clk_routes.png
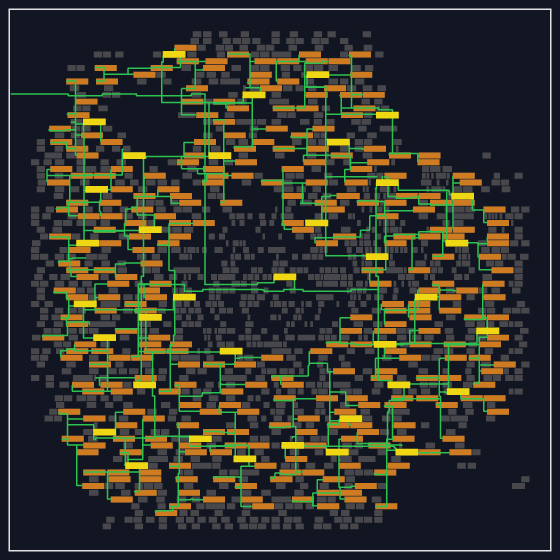
placement.png
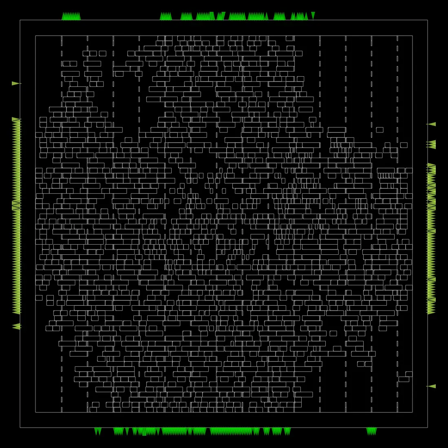
==> src/rtl/rcd_cfg_reg_bank_pkg.sv <==
// Shared types and constants for the RCD configuration register bank:
// IBI state encoding, special register addresses, lock keys and IBI payload format.
package rcd_cfg_pkg;

  typedef enum logic [1:0] {
    IBI_IDLE = 2'd0,
    IBI_REQ  = 2'd1,
    IBI_WAIT = 2'd2
  } ibi_state_t;

  localparam logic [7:0] ADDR_STATUS   = 8'h40;
  localparam logic [7:0] ADDR_EVT_PEND = 8'h41;
  localparam logic [7:0] ADDR_EVT_MASK = 8'h42;
  localparam logic [7:0] ADDR_LOCK     = 8'h7F;

  localparam logic [7:0] LOCK_KEY_SET = 8'hA5;
  localparam logic [7:0] LOCK_KEY_CLR = 8'h5A;

  localparam logic [3:0] IBI_PREFIX   = 4'hA;
  localparam logic [3:0] EVT_MASK_RST = 4'hF;

  // Payload sent with an In-Band Interrupt for a given event code.
  function automatic logic [7:0] ibi_payload(input logic [1:0] code);
    return {IBI_PREFIX, 2'b00, code};
  endfunction

endpackage

==> src/rtl/rcd_cfg_reg_bank_if.sv <==
// Register-access and IBI handshake bundle between the I3C slave and the register bank.
interface rcd_cfg_reg_bank_if;

  logic [7:0] reg_addr;
  logic [7:0] reg_wdata;
  logic       reg_write;
  logic       reg_read;
  logic [7:0] reg_rdata;
  logic       reg_ready;
  logic       ibi_request;
  logic       ibi_grant;
  logic [7:0] ibi_data;

  modport master (
    output reg_addr, reg_wdata, reg_write, reg_read, ibi_grant,
    input  reg_rdata, reg_ready, ibi_request, ibi_data
  );

  modport slave (
    input  reg_addr, reg_wdata, reg_write, reg_read, ibi_grant,
    output reg_rdata, reg_ready, ibi_request, ibi_data
  );

endinterface

==> src/rtl/rcd_cfg_reg_bank_evt_fifo.sv <==
// Small synchronous FIFO for queued event codes; a push on a full FIFO is dropped
// unless a pop happens in the same cycle, and the drop is reported for one cycle.
module rcd_evt_fifo #(
  parameter int DEPTH = 4,
  parameter int WIDTH = 2
) (
  input  logic                     clk,
  input  logic                     rst_n,
  input  logic                     push,
  input  logic [WIDTH-1:0]         push_data,
  input  logic                     pop,
  output logic [WIDTH-1:0]         head,
  output logic [$clog2(DEPTH):0]   count,
  output logic                     full,
  output logic                     empty,
  output logic                     drop
);

  localparam int PTR_W = $clog2(DEPTH);
  localparam int CNT_W = PTR_W + 1;

  logic [WIDTH-1:0] mem [DEPTH];
  logic [PTR_W-1:0] wr_ptr;
  logic [PTR_W-1:0] rd_ptr;
  logic             wr_en;
  logic             rd_en;

  assign full  = (count == CNT_W'(DEPTH));
  assign empty = (count == '0);
  assign rd_en = pop & ~empty;
  assign wr_en = push & (~full | rd_en);
  assign drop  = push & ~wr_en;
  assign head  = mem[rd_ptr];

  // Pointers wrap naturally at DEPTH because DEPTH is a power of two.
  always_ff @(posedge clk or negedge rst_n) begin
    if (!rst_n) begin
      wr_ptr <= '0;
      rd_ptr <= '0;
      count  <= '0;
      for (int i = 0; i < DEPTH; i++) begin
        mem[i] <= '0;
      end
    end else begin
      if (wr_en) begin
        mem[wr_ptr] <= push_data;
        wr_ptr      <= wr_ptr + PTR_W'(1);
      end
      if (rd_en) begin
        rd_ptr <= rd_ptr + PTR_W'(1);
      end
      case ({wr_en, rd_en})
        2'b10:   count <= count + CNT_W'(1);
        2'b01:   count <= count - CNT_W'(1);
        default: count <= count;
      endcase
    end
  end

endmodule

==> src/rtl/rcd_cfg_reg_bank.sv <==
// RCD configuration register bank: config/status registers behind a one-cycle
// register port, event capture into a FIFO, and the IBI request handshake.
module rcd_cfg_reg_bank
  import rcd_cfg_pkg::*;
#(
  parameter int NUM_CFG   = 32,
  parameter int EVT_DEPTH = 4
) (
  input  logic                   clk,
  input  logic                   rst_n,
  rcd_cfg_reg_bank_if.slave      bus,
  input  logic [3:0]             evt_in,
  output logic [NUM_CFG*8-1:0]   cfg_q,
  output logic                   err_flag
);

  localparam int         CFG_AW    = $clog2(NUM_CFG);
  localparam int         CNT_W     = $clog2(EVT_DEPTH) + 1;
  localparam logic [8:0] CFG_LIMIT = 9'(NUM_CFG);

  logic [7:0]        cfg_mem [NUM_CFG];
  logic [CFG_AW-1:0] cfg_idx;
  logic              lock;
  logic [3:0]        evt_mask;
  logic [3:0]        evt_pend;
  logic [3:0]        evt_prev;
  logic              overflow;
  logic              ready_q;
  logic [7:0]        rdata_q;
  logic [7:0]        rdata_next;
  logic [7:0]        status_byte;
  logic [2:0]        count3;

  logic is_cfg, is_status, is_pend, is_mask, is_lock, mapped;
  logic access, collide, rd_only;
  logic cfg_wr_en, err_set, err_clr, ovf_clr;

  logic [3:0] evt_rise, pend_clr, push_cand, push_oh;
  logic [1:0] push_code;
  logic       push_valid;

  logic [1:0]       fifo_head;
  logic [CNT_W-1:0] fifo_count;
  logic             fifo_full, fifo_empty, fifo_drop, fifo_pop;

  ibi_state_t state, next_state;
  logic [7:0] ibi_data_q;
  logic [7:0] ibi_data_int;
  logic       ibi_busy;

  assign cfg_idx = bus.reg_addr[CFG_AW-1:0];

  // Address decode and access classification for the current strobe.
  always_comb begin
    is_cfg    = ({1'b0, bus.reg_addr} < CFG_LIMIT);
    is_status = (bus.reg_addr == ADDR_STATUS);
    is_pend   = (bus.reg_addr == ADDR_EVT_PEND);
    is_mask   = (bus.reg_addr == ADDR_EVT_MASK);
    is_lock   = (bus.reg_addr == ADDR_LOCK);
    mapped    = is_cfg | is_status | is_pend | is_mask | is_lock;
    access    = bus.reg_read | bus.reg_write;
    collide   = bus.reg_read & bus.reg_write;
    rd_only   = bus.reg_read & ~bus.reg_write;
    cfg_wr_en = bus.reg_write & is_cfg & ~lock;
    err_set   = collide | (access & ~mapped) | (bus.reg_write & is_cfg & lock);
    err_clr   = bus.reg_write & is_status & bus.reg_wdata[0];
    ovf_clr   = bus.reg_write & is_status & bus.reg_wdata[3];
    pend_clr  = (bus.reg_write && is_pend) ? bus.reg_wdata[3:0] : 4'h0;
  end

  always_comb begin
    count3 = '0;
    for (int i = 0; i < 3; i++) begin
      if (i < CNT_W) count3[i] = fifo_count[i];
    end
  end

  assign ibi_busy    = (state != IBI_IDLE);
  assign status_byte = {count3, fifo_full, overflow, lock, ibi_busy, err_flag};

  always_comb begin
    rdata_next = 8'h00;
    if (rd_only) begin
      if (is_cfg)         rdata_next = cfg_mem[cfg_idx];
      else if (is_status) rdata_next = status_byte;
      else if (is_pend)   rdata_next = {4'h0, evt_pend};
      else if (is_mask)   rdata_next = {4'h0, evt_mask};
      else if (is_lock)   rdata_next = {7'b0, lock};
      else                rdata_next = 8'hFF;
    end
  end

  always_ff @(posedge clk or negedge rst_n) begin
    if (!rst_n) begin
      for (int i = 0; i < NUM_CFG; i++) begin
        cfg_mem[i] <= 8'h00;
      end
    end else if (cfg_wr_en) begin
      cfg_mem[cfg_idx] <= bus.reg_wdata;
    end
  end

  for (genvar g = 0; g < NUM_CFG; g++) begin : g_cfg_q
    assign cfg_q[8*g+7:8*g] = cfg_mem[g];
  end

  // Register port: response is registered so ready/rdata appear one cycle after the strobe.
  always_ff @(posedge clk or negedge rst_n) begin
    if (!rst_n) begin
      ready_q  <= 1'b0;
      rdata_q  <= 8'h00;
      lock     <= 1'b0;
      evt_mask <= EVT_MASK_RST;
      err_flag <= 1'b0;
    end else begin
      ready_q  <= access;
      rdata_q  <= rdata_next;
      err_flag <= (err_flag & ~err_clr) | err_set;
      if (bus.reg_write && is_lock) begin
        if (bus.reg_wdata == LOCK_KEY_SET)      lock <= 1'b1;
        else if (bus.reg_wdata == LOCK_KEY_CLR) lock <= 1'b0;
      end
      if (bus.reg_write && is_mask) begin
        evt_mask <= bus.reg_wdata[3:0];
      end
    end
  end

  assign bus.reg_ready = ready_q;
  assign bus.reg_rdata = rdata_q;

  // Pending edges drain into the FIFO lowest code first; masked-out bits stay pending.
  always_comb begin
    evt_rise   = evt_in & ~evt_prev;
    push_cand  = evt_pend & evt_mask;
    push_oh    = push_cand & (~push_cand + 4'd1);
    push_valid = |push_cand;
    push_code  = 2'd0;
    for (int i = 3; i >= 0; i--) begin
      if (push_cand[i]) push_code = 2'(i);
    end
  end

  always_ff @(posedge clk or negedge rst_n) begin
    if (!rst_n) begin
      evt_prev <= 4'h0;
      evt_pend <= 4'h0;
      overflow <= 1'b0;
    end else begin
      evt_prev <= evt_in;
      evt_pend <= (evt_pend & ~pend_clr & ~push_oh) | evt_rise;
      overflow <= (overflow & ~ovf_clr) | fifo_drop;
    end
  end

  rcd_evt_fifo #(
    .DEPTH (EVT_DEPTH),
    .WIDTH (2)
  ) u_evt_fifo (
    .clk       (clk),
    .rst_n     (rst_n),
    .push      (push_valid),
    .push_data (push_code),
    .pop       (fifo_pop),
    .head      (fifo_head),
    .count     (fifo_count),
    .full      (fifo_full),
    .empty     (fifo_empty),
    .drop      (fifo_drop)
  );

  always_ff @(posedge clk or negedge rst_n) begin
    if (!rst_n) begin
      state      <= IBI_IDLE;
      ibi_data_q <= 8'h00;
    end else begin
      state      <= next_state;
      ibi_data_q <= ibi_data_int;
    end
  end

  // IBI handshake: the head is popped on grant, then wait for grant to drop.
  always_comb begin
    next_state = state;
    fifo_pop   = 1'b0;
    case (state)
      IBI_IDLE: if (!fifo_empty) next_state = IBI_REQ;
      IBI_REQ: begin
        if (bus.ibi_grant) begin
          fifo_pop   = 1'b1;
          next_state = IBI_WAIT;
        end
      end
      IBI_WAIT: if (!bus.ibi_grant) next_state = IBI_IDLE;
      default:  next_state = IBI_IDLE;
    endcase
  end

  assign ibi_data_int    = (state == IBI_REQ) ? ibi_payload(fifo_head) : ibi_data_q;
  assign bus.ibi_request = (state == IBI_REQ);
  assign bus.ibi_data    = ibi_data_int;

endmodule

==> src/flat_wrapper.sv <==
// flat-port wrapper written by rule: the top's interface ports become plain ports
module rcd_cfg_reg_bank_flat import rcd_cfg_pkg::*;
#(
  parameter int NUM_CFG   = 32,
  parameter int EVT_DEPTH = 4
)
  (clk, rst_n, evt_in, cfg_q, err_flag, bus_reg_addr, bus_reg_wdata, bus_reg_write, bus_reg_read, bus_ibi_grant, bus_reg_rdata, bus_reg_ready, bus_ibi_request, bus_ibi_data);
  rcd_cfg_reg_bank_if bus_i ();
  input  logic clk;
  input  logic rst_n;
  input  logic [3:0] evt_in;
  output logic [NUM_CFG*8-1:0] cfg_q;
  output logic err_flag;
  input wire logic [$bits(bus_i.reg_addr)-1:0] bus_reg_addr;
  input wire logic [$bits(bus_i.reg_wdata)-1:0] bus_reg_wdata;
  input wire logic [$bits(bus_i.reg_write)-1:0] bus_reg_write;
  input wire logic [$bits(bus_i.reg_read)-1:0] bus_reg_read;
  input wire logic [$bits(bus_i.ibi_grant)-1:0] bus_ibi_grant;
  output wire logic [$bits(bus_i.reg_rdata)-1:0] bus_reg_rdata;
  output wire logic [$bits(bus_i.reg_ready)-1:0] bus_reg_ready;
  output wire logic [$bits(bus_i.ibi_request)-1:0] bus_ibi_request;
  output wire logic [$bits(bus_i.ibi_data)-1:0] bus_ibi_data;
  assign bus_i.reg_addr = bus_reg_addr;
  assign bus_i.reg_wdata = bus_reg_wdata;
  assign bus_i.reg_write = bus_reg_write;
  assign bus_i.reg_read = bus_reg_read;
  assign bus_i.ibi_grant = bus_ibi_grant;
  assign bus_reg_rdata = bus_i.reg_rdata;
  assign bus_reg_ready = bus_i.reg_ready;
  assign bus_ibi_request = bus_i.ibi_request;
  assign bus_ibi_data = bus_i.ibi_data;
  rcd_cfg_reg_bank #(.NUM_CFG(NUM_CFG), .EVT_DEPTH(EVT_DEPTH)) u_core (.clk(clk), .rst_n(rst_n), .bus(bus_i), .evt_in(evt_in), .cfg_q(cfg_q), .err_flag(err_flag));
endmodule
==> config.mk <==
export PLATFORM = sky130hd
export DESIGN_NAME = rcd_cfg_reg_bank_flat
export DESIGN_NICKNAME = d
export VERILOG_FILES = /design/src/rtl/rcd_cfg_reg_bank_pkg.sv /design/src/rtl/rcd_cfg_reg_bank_if.sv /design/src/rtl/rcd_cfg_reg_bank_evt_fifo.sv /design/src/rtl/rcd_cfg_reg_bank.sv /design/src/flat_wrapper.sv
export SDC_FILE = /design/constraint.sdc
export NUM_CORES = 1
export LEC_CHECK = 0
export CAP_MARGIN = 15
export CORE_MARGIN = 8
export CORE_UTILIZATION = 35
export DETAILED_ROUTE_END_ITERATION = 10
export GPL_ROUTABILITY_DRIVEN = 0
export SYNTH_ARGS = -nofsm -noshare
export SYNTH_HDL_FRONTEND = slang
export SYNTH_SLANG_ARGS = --single-unit
==> constraint.sdc <==
create_clock -name clk -period 3.2 [get_ports clk]
set_input_delay 0.32 -clock clk [delete_from_list [all_inputs] [get_ports clk]]
set_output_delay 0.32 -clock clk [all_outputs]
set_load 0.01 [all_outputs]
==> out/qor.yml <==
drc: 0
ys_ff: 305
ys_seq_share_pct: 53.6
grt_setup_unrepaired: "false"
grt_max_degree: 88
ios: 300
internal_power_mw: 7.37
track_usage_pct: 23.0
crit_buf_inv: 2
ys_sh_aoi_pct: 5.20
grt_use_met2_pct: 35.5
mi_logic_area_mm2: 0.00631
p_leak_nw: 8.83
nets: 1422
vdd_drop_max_mv: 0.301
maxSlewViolCount: 0
die-width_um: 218
use_met1_pct: 29.9
adder_share_pct: 0.579
htreeDepth: 2
pg_seq_mw: 4.38
logic_family: "multiplexers"
path_clk_slew_ps: 60
power_leader: "registers"
n_fill_cell: 3668
yosys_cells: 1056
diodes: 0
finalCriticalPeriod_ps: 2510
fin_area_mm2: 0.0194
tool_warnings: 29
cts_setup_buffers: 0
hold_viol_final: 0
crit_arrival_ps: 2190
synth_nets: 1087
cts_tree: "built"
setup_ws_ps: 689
whs_ps: 255
switching_share_pct: 26.5
fp_util_pct: 35.2
cts.sink_count: 305
tns_ps: 0
drtAntennaViolNets: 0
grt_pass1_wl_mm: 80.2
p_clk_share_pct: 40.9
p_comb_share_pct: 15.4
wirelength_mm: 54.9
xor_share_pct: 0.430
grt-busiest-layer: "met2"
common_cells: "301 x dfrtp_1, 273 x mux2_2, 94 x mux2i_1"
ys_chip_area_mm2: 0.0143
detail_route.vias_per_cell: 5.50
syn_area_mm2: 0.0143
p_comb_mw: 1.54
ff_type: "dfrtp_1"
drt_iter0_drc: 949
fin_crit_sh_pct: 78.5
synthArstFlopShare_pct: 100
place_inst: 1884
slowest_delay_ps: 560
fin_cells: 1946
cap_violations: 0
end_kind: "output pin"
min-delay-path-class: "in2reg"
ctsHoldBuffers: 1
place_hpwl_mm: 40.9
worst_pin_slew_ps: 1070
wl_met3_mm: 4.98
crit_required_ps: 2880
drive_above_1_share_pct: 31.0
p_seq_share_pct: 43.7
root_buffer: "clkbuf_16"
cp_top_family: "buffers and inverters"
syn_to_final_growth_pct: 36.3
setup_viol_count_final: 0
firstDrtPassIters: 6
fmax_mhz: 398
clock_net_power_mw: 4.10
synth_cells: 1056
antenna_found_initial: 2
top_layer: "met5"
met1Wirelength_mm: 22.8
area_leaders: "dfrtp_1 53%, mux2_2 22%, mux2i_1 6.6%, mux4_2 2.7%, a22oi_1 2.4%"
port_buffers: 299
total_power_mw: 10.0
mux_share_pct: 30.8
status: "finished, final reports clean"
clockBufferDepth: 3
grt_pass1_vias: 11100
worstSetupPathType: "reg2out"
critPathLaunchType: "flip-flop"
cts_repair_resize_count: 0
cpMostUsedCell: "nand2_1"
dr_total_vias: 10700
dr_wl_met2_mm: 25.0
top_cell: "dfrtp_1"
routedWlPerCell_um: 28.2
pre_cts_ws_ps: 298
relSlewSlack_pct: 27.8
critPathMaxFanout: 10
crit_chain: "nand2b_1 > inv_1 > nand2_1 > nand2_1 > clkdlybuf4s50_1"
cts_inserted_buffers: 36
About clk_routes.png:
- green: clock wires (length 4,100 um)
- orange: flip-flops (count 305)
- yellow: clock drivers (count 36)
- flops lie: spread over the die
- routed clock nets: 37
clock latency at the later pin of the worst-skew pair: 550 ps
Worst Skew: 15.8 ps

About placement.png:
# rows: 74
CORE AREA: 0.0406 mm^2
Final Core Density: 47.9%
flip-flops: 305
Seq/total area: 39.3%

==> layout make-up <==
cell class	count	share of cell area, %
clock buffer	52	5.36
clock inverter	9	0.657
inverter	13	0.251
multi-input combinational	672	32.5
sequential	305	39.3
tap	532	3.43
timing repair buffer	363	18.5
==> worst paths after layout <==
check / cells after the start / end / start / slack (ps)
min in group asynchronous: 2 / u_core.ibi_data_q[3] / rst_n / 340
hold reg to reg: 1 / u_core.evt_pend[0] / u_core.evt_prev[0] / 440
setup / recovery: 5 / bus_ibi_data[1] / u_core.state[1] / 690
setup reg to reg: 12 / u_core.u_evt_fifo.count[2] / u_core.state[1] / 700
hold / removal: 1 / u_core.evt_prev[0] / evt_in[0] / 260
max in group asynchronous: 3 / u_core.cfg_q[50] / rst_n / 1980
==> layout by cell type (no fill, tap or decap), types with 5 or more instances in the layout <==
cell type,count
a211oi_1,5
a21oi_1,10
a22oi_1,45
and2_1,6
and3_1,5
and4b_1,5
buf_12,10
buf_4,53
clkbuf_1,9
clkbuf_16,37
clkbuf_8,6
clkdlybuf4s50_1,296
dfrtp_1,301
ha_1,5
inv_1,13
mux2_2,273
mux2i_1,94
mux4_2,17
nand2_1,45
nand2b_1,8
nand3_1,8
nand3b_1,5
nand4_1,14
nor2_1,21
nor2_2,15
nor3_1,6
nor4bb_1,8
o21ai_0,11
o22ai_1,6
==> state kept, by name, summed over array words and instances, names as in the netlist <==
register	count
u_core.lock	1
u_core.evt_prev	4
u_core.err_flag	1
u_core.u_evt_fifo.mem	8
u_core.evt_pend	4
u_core.ibi_data_q	8
u_core.u_evt_fifo.wr_ptr	2
u_core.evt_mask	4
u_core.u_evt_fifo.rd_ptr	2
u_core.state	2
u_core.cfg_q	256
u_core.overflow	1
u_core.bus.reg_rdata	8
u_core.bus.reg_ready	1
u_core.u_evt_fifo.count	3
